`src/rtl/eeg_xram_rd_fetch.sv`:
```
// eeg_xram_rd_fetch: strided read fetch sequencer for one XRAM lane.
// Turns a (base, step, length) command into an address stream, captures the
// returned words into a small output FIFO and forwards them with
// valid/ready/last. Address issue is credit-limited against the FIFO, so
// XRAM_DAT_RDY can stay high whenever the block is out of reset.
//
// state | meaning
// IDLE  | waiting for a command, CMD_RDY high
// ISSUE | sending addresses while FIFO credit allows
// DRAIN | last address sent, waiting for its data to be captured
module eeg_xram_rd_fetch #(
  parameter int XRAM_ADD_AW = 12,
  parameter int XRAM_DAT_DW = 8,
  parameter int CMD_LEN_DW  = 12,
  parameter int FIFO_DEPTH  = 4
) (
  input  logic                   clk,
  input  logic                   rst_n,
  input  logic                   CMD_VLD,
  output logic                   CMD_RDY,
  input  logic [XRAM_ADD_AW-1:0] CMD_ADD,
  input  logic [XRAM_ADD_AW-1:0] CMD_STP,
  input  logic [CMD_LEN_DW-1:0]  CMD_LEN,
  output logic                   XRAM_ADD_VLD,
  output logic                   XRAM_ADD_LST,
  input  logic                   XRAM_ADD_RDY,
  output logic [XRAM_ADD_AW-1:0] XRAM_ADD_ADD,
  input  logic                   XRAM_DAT_VLD,
  input  logic                   XRAM_DAT_LST,
  output logic                   XRAM_DAT_RDY,
  input  logic [XRAM_DAT_DW-1:0] XRAM_DAT_DAT,
  output logic                   OUT_VLD,
  output logic                   OUT_LST,
  input  logic                   OUT_RDY,
  output logic [XRAM_DAT_DW-1:0] OUT_DAT,
  output logic                   BUSY
);
  localparam int PW = $clog2(FIFO_DEPTH);
  localparam int CW = PW + 1;
  localparam logic [CW:0] DEPTH_C = (CW+1)'(FIFO_DEPTH);

  typedef enum logic [1:0] {
    IDLE  = 2'd0,
    ISSUE = 2'd1,
    DRAIN = 2'd2
  } state_t;

  state_t                 state;
  logic [XRAM_ADD_AW-1:0] cur_add;
  logic [XRAM_ADD_AW-1:0] stp;
  logic [CMD_LEN_DW-1:0]  len;
  logic [CMD_LEN_DW-1:0]  cnt;
  logic                   inflight;

  logic [XRAM_DAT_DW:0]   fifo_mem [FIFO_DEPTH];
  logic [PW-1:0]          wr_ptr;
  logic [PW-1:0]          rd_ptr;
  logic [CW-1:0]          fifo_cnt;
  logic [XRAM_DAT_DW:0]   fifo_head;
  logic                   fifo_vld;

  logic [CW:0]            credit_use;
  logic                   credit_ok;
  logic                   add_hs;
  logic                   push;
  logic                   pop;

  // The word already in flight holds a FIFO slot; same-cycle pops are
  // deliberately ignored so the credit check stays conservative.
  assign credit_use = {1'b0, fifo_cnt} + {{CW{1'b0}}, inflight};
  assign credit_ok  = credit_use < DEPTH_C;
  assign fifo_vld   = fifo_cnt != '0;
  assign fifo_head  = fifo_mem[rd_ptr];

  // All outputs are held low while reset is asserted.
  assign CMD_RDY      = rst_n && (state == IDLE);
  assign XRAM_ADD_VLD = rst_n && (state == ISSUE) && credit_ok;
  assign XRAM_ADD_LST = rst_n && (state == ISSUE) && (cnt == len);
  assign XRAM_ADD_ADD = rst_n ? cur_add : '0;
  assign XRAM_DAT_RDY = rst_n;
  assign OUT_VLD      = rst_n && fifo_vld;
  assign OUT_LST      = OUT_VLD && fifo_head[XRAM_DAT_DW];
  assign OUT_DAT      = OUT_VLD ? fifo_head[XRAM_DAT_DW-1:0] : '0;
  assign BUSY         = rst_n && ((state != IDLE) || fifo_vld);

  assign add_hs = XRAM_ADD_VLD && XRAM_ADD_RDY;
  assign push   = inflight && XRAM_DAT_VLD;
  assign pop    = OUT_VLD && OUT_RDY;

  // Command sequencing: latch the command, walk the strided addresses, wait for last data.
  always_ff @(posedge clk) begin
    if (!rst_n) begin
      state    <= IDLE;
      cur_add  <= '0;
      stp      <= '0;
      len      <= '0;
      cnt      <= '0;
      inflight <= 1'b0;
    end else begin
      inflight <= add_hs;
      case (state)
        IDLE: begin
          if (CMD_VLD) begin
            cur_add <= CMD_ADD;
            stp     <= CMD_STP;
            len     <= CMD_LEN;
            cnt     <= '0;
            state   <= ISSUE;
          end
        end
        ISSUE: begin
          if (add_hs) begin
            cur_add <= cur_add + stp;
            cnt     <= cnt + 1'b1;
            if (cnt == len) state <= DRAIN;
          end
        end
        DRAIN: begin
          if (push && XRAM_DAT_LST) state <= IDLE;
        end
        default: state <= IDLE;
      endcase
    end
  end

  // FIFO storage; contents need no reset because the pointers gate visibility.
  always_ff @(posedge clk) begin
    if (rst_n && push) fifo_mem[wr_ptr] <= {XRAM_DAT_LST, XRAM_DAT_DAT};
  end

  // FIFO pointers and occupancy.
  always_ff @(posedge clk) begin
    if (!rst_n) begin
      wr_ptr   <= '0;
      rd_ptr   <= '0;
      fifo_cnt <= '0;
    end else begin
      if (push) wr_ptr <= wr_ptr + 1'b1;
      if (pop)  rd_ptr <= rd_ptr + 1'b1;
      if (push && !pop)      fifo_cnt <= fifo_cnt + 1'b1;
      else if (!push && pop) fifo_cnt <= fifo_cnt - 1'b1;
    end
  end

  // Credit accounting must make a push into a full FIFO impossible.
  a_no_overflow: assert property (@(posedge clk) disable iff (!rst_n)
    !(push && (fifo_cnt == CW'(FIFO_DEPTH))));

endmodule

```
`config.mk`:
```
export PLATFORM = sky130hd
export DESIGN_NAME = eeg_xram_rd_fetch
export DESIGN_NICKNAME = d
export VERILOG_FILES = /design/src/rtl/eeg_xram_rd_fetch.sv
export SDC_FILE = /design/constraint.sdc
export NUM_CORES = 1
export LEC_CHECK = 0
export CAP_MARGIN = 40
export CORE_UTILIZATION = 58
export DETAILED_ROUTE_END_ITERATION = 7
export GPL_ROUTABILITY_DRIVEN = 0
export PLACE_DENSITY = 0.86
export SKIP_LAST_GASP = 1
export SYNTH_ARGS = -nofsm -noshare
export SYNTH_HDL_FRONTEND = slang
export SYNTH_SLANG_ARGS = --single-unit
```
`constraint.sdc`:
```
create_clock -name clk -period 4.1 [get_ports clk]
set_input_delay 1.025 -clock clk [delete_from_list [all_inputs] [get_ports clk]]
set_output_delay 1.025 -clock clk [all_outputs]
set_load 0.05 [all_outputs]
```
Cell outlines without signal wires:
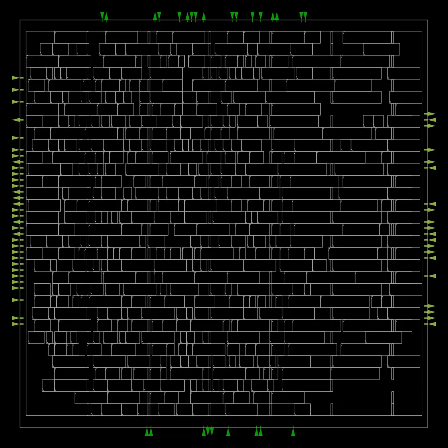
Seq area share: 0.378
final core utilization: 0.773
Tap Count: 102
Placeable Area: 7810 um2

Cell classes on the final placement:
Fill, decap, tap and diode cells in gray.
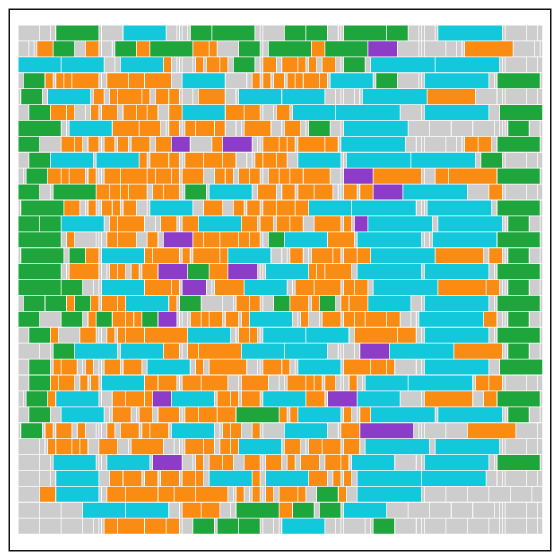
legend:
  purple:
    class: clock drivers and dummy loads
    cells: 16
    share_of_their_area: 3.5%
  green:
    class: remaining buffers and delay cells
    cells: 84
    share_of_their_area: 19%
  orange:
    class: remaining logic cells
    cells: 330
    share_of_their_area: 39%
  cyan:
    class: sequential cells
    cells: 96
    share_of_their_area: 39%

Metal layers overlaid:
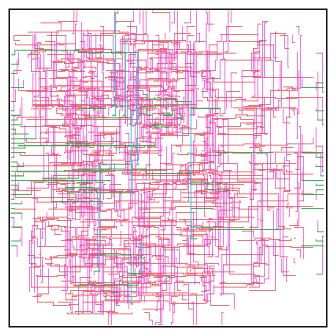
legend:
  cyan:
    layer: M4
    wire_length: 203 um
  red:
    layer: M1
    wire_length: 4340 um
  magenta:
    layer: M2
    wire_length: 5140 um
  green:
    layer: M3
    wire_length: 574 um

Pin placement:
Pins as bars across the die edge, other pins in gray.
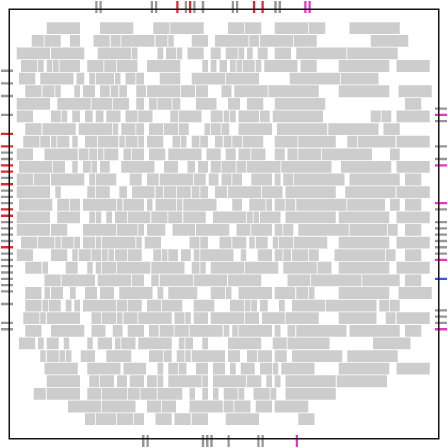
legend:
  blue:
    port: OUT_RDY
    pins: 1
    direction: input
    edge: right
  red:
    port: CMD_ADD
    pins: 12
    direction: input
    edge: 8 left, 4 top
  magenta:
    port: XRAM_DAT_DAT
    pins: 8
    direction: input
    edge: 5 right, 2 top, 1 bottom
all pins by edge: 32 left, 20 right, 17 top, 9 bottom

==> impl_metrics.json <==
{
  "status": "finished clean",
  "finalSetupTns_ps": 0,
  "warnings": 29,
  "regArea_um2": 2280,
  "logic_gates": 321,
  "pg_clk_uw": 626,
  "power_leakage_nw": 2.29,
  "ant_nets": 0,
  "inverters": 9,
  "holdPathEnd": "stp[2]$_SDFFE_PN0P_",
  "gr-total-overflow": 0,
  "rrSetupSlack_ps": 1800,
  "use_met1": 0.317,
  "aoi_share": 0.127,
  "min_from": "stp[2]$_SDFFE_PN0P_",
  "cp.arrival_ps": 2420,
  "cp.required_ps": 3070,
  "switching_share": 0.308,
  "grt_util_met3": 0.0460,
  "top_layer": "met4",
  "io-pin-count": 78,
  "most_common_cell": "nand2_1",
  "yosys.area_share.adder": 0.0534,
  "fp_util": 0.606,
  "synth-edff-count": 36,
  "die_h_um": 92.3,
  "min_period_ps": 3450,
  "yosys_warnings": 0,
  "n_all_buffers": 84,
  "finalHoldViolations": 0,
  "ff_count": 96,
  "netlist_instances": 449,
  "setup_viol": 0,
  "hp-class": "reg2reg",
  "holdWs_ps": 477,
  "fin_nets": 591,
  "die-area_um2": 8520,
  "syn_area_per_cell_um2": 10.5,
  "worstSetupPathType": "in2out",
  "rsz0062_at_grt": "false",
  "antennaDiodeCount": 0,
  "synthesis.nets": 519,
  "cts_buffers": 9,
  "rows": 32,
  "r2r-end": "cnt[3]$_SDFFE_PN0P_",
  "layout_top_cells": "nand2_1 (69), dfxtp_1 (60), clkdlybuf4s50_1 (50)",
  "top_cell_area_share": 0.254,
  "worst_slew_pin_slew_ps": 792,
  "clk_pin_slew_ps": 90,
  "grt_usage": 0.258,
  "ff_type": "dfxtp_1",
  "worstSetupEndpointType": "output pin",
  "ys_cells": 449,
  "maxPowerGroup": "sequential cells",
  "cts.sinks": 96,
  "cts_buffer_depth": 2,
  "h-tree-depth": 3,
  "post_cts_resized": 0,
  "grt_pass1_vias": 3691,
  "postSynthSeqShare": 0.482,
  "syn-cell-area_um2": 4730,
  "xor_area_frac": 0.0574,
  "vdd_drop_max_v": 0.000252,
  "power_frac_comb": 0.256,
  "ys_sh_simple": 0.196,
  "p_comb_uw": 588,
  "cts_hold_buf": 0,
  "finalClockPeriodUsage": 0.841,
  "pwr-share-seq": 0.471,
  "comb-cell-share": 0.379
}
metrics by stage:
stage | instance area [um2] | instances | util | power, mW | setup slack, ps
6_report | 6040 | 628 | 0.773 | 2.30 | 650
5_1_grt | 6040 | 628 | 0.773 | 2.39 | 575
4_1_cts | 6040 | 628 | 0.773 | 2.30 | 671
3_5_place_dp | 5830 | 612 | 0.747 | 1.68 | 674
3_3_place_gp | 5830 | 612 | 0.747 | 1.66 | 753
2_1_floorplan | 4730 | 449 | - | 1.45 | 684
registers in the layout (all words and copies together), names as in the netlist, named ones only:
register / count
fifo_mem: 36
cnt: 12
cur_add: 12
len: 12
stp: 12
fifo_cnt: 3
rd_ptr: 2
state: 2
wr_ptr: 2
inflight: 1
critical path, stage by stage:
cell,delay [ps]
clkdlybuf4s50_1,510
buf_4,300
nand3b_4,140
nor2_1,260
buf_12,180
No activity file was given, so power comes from the tool's default toggle rates.
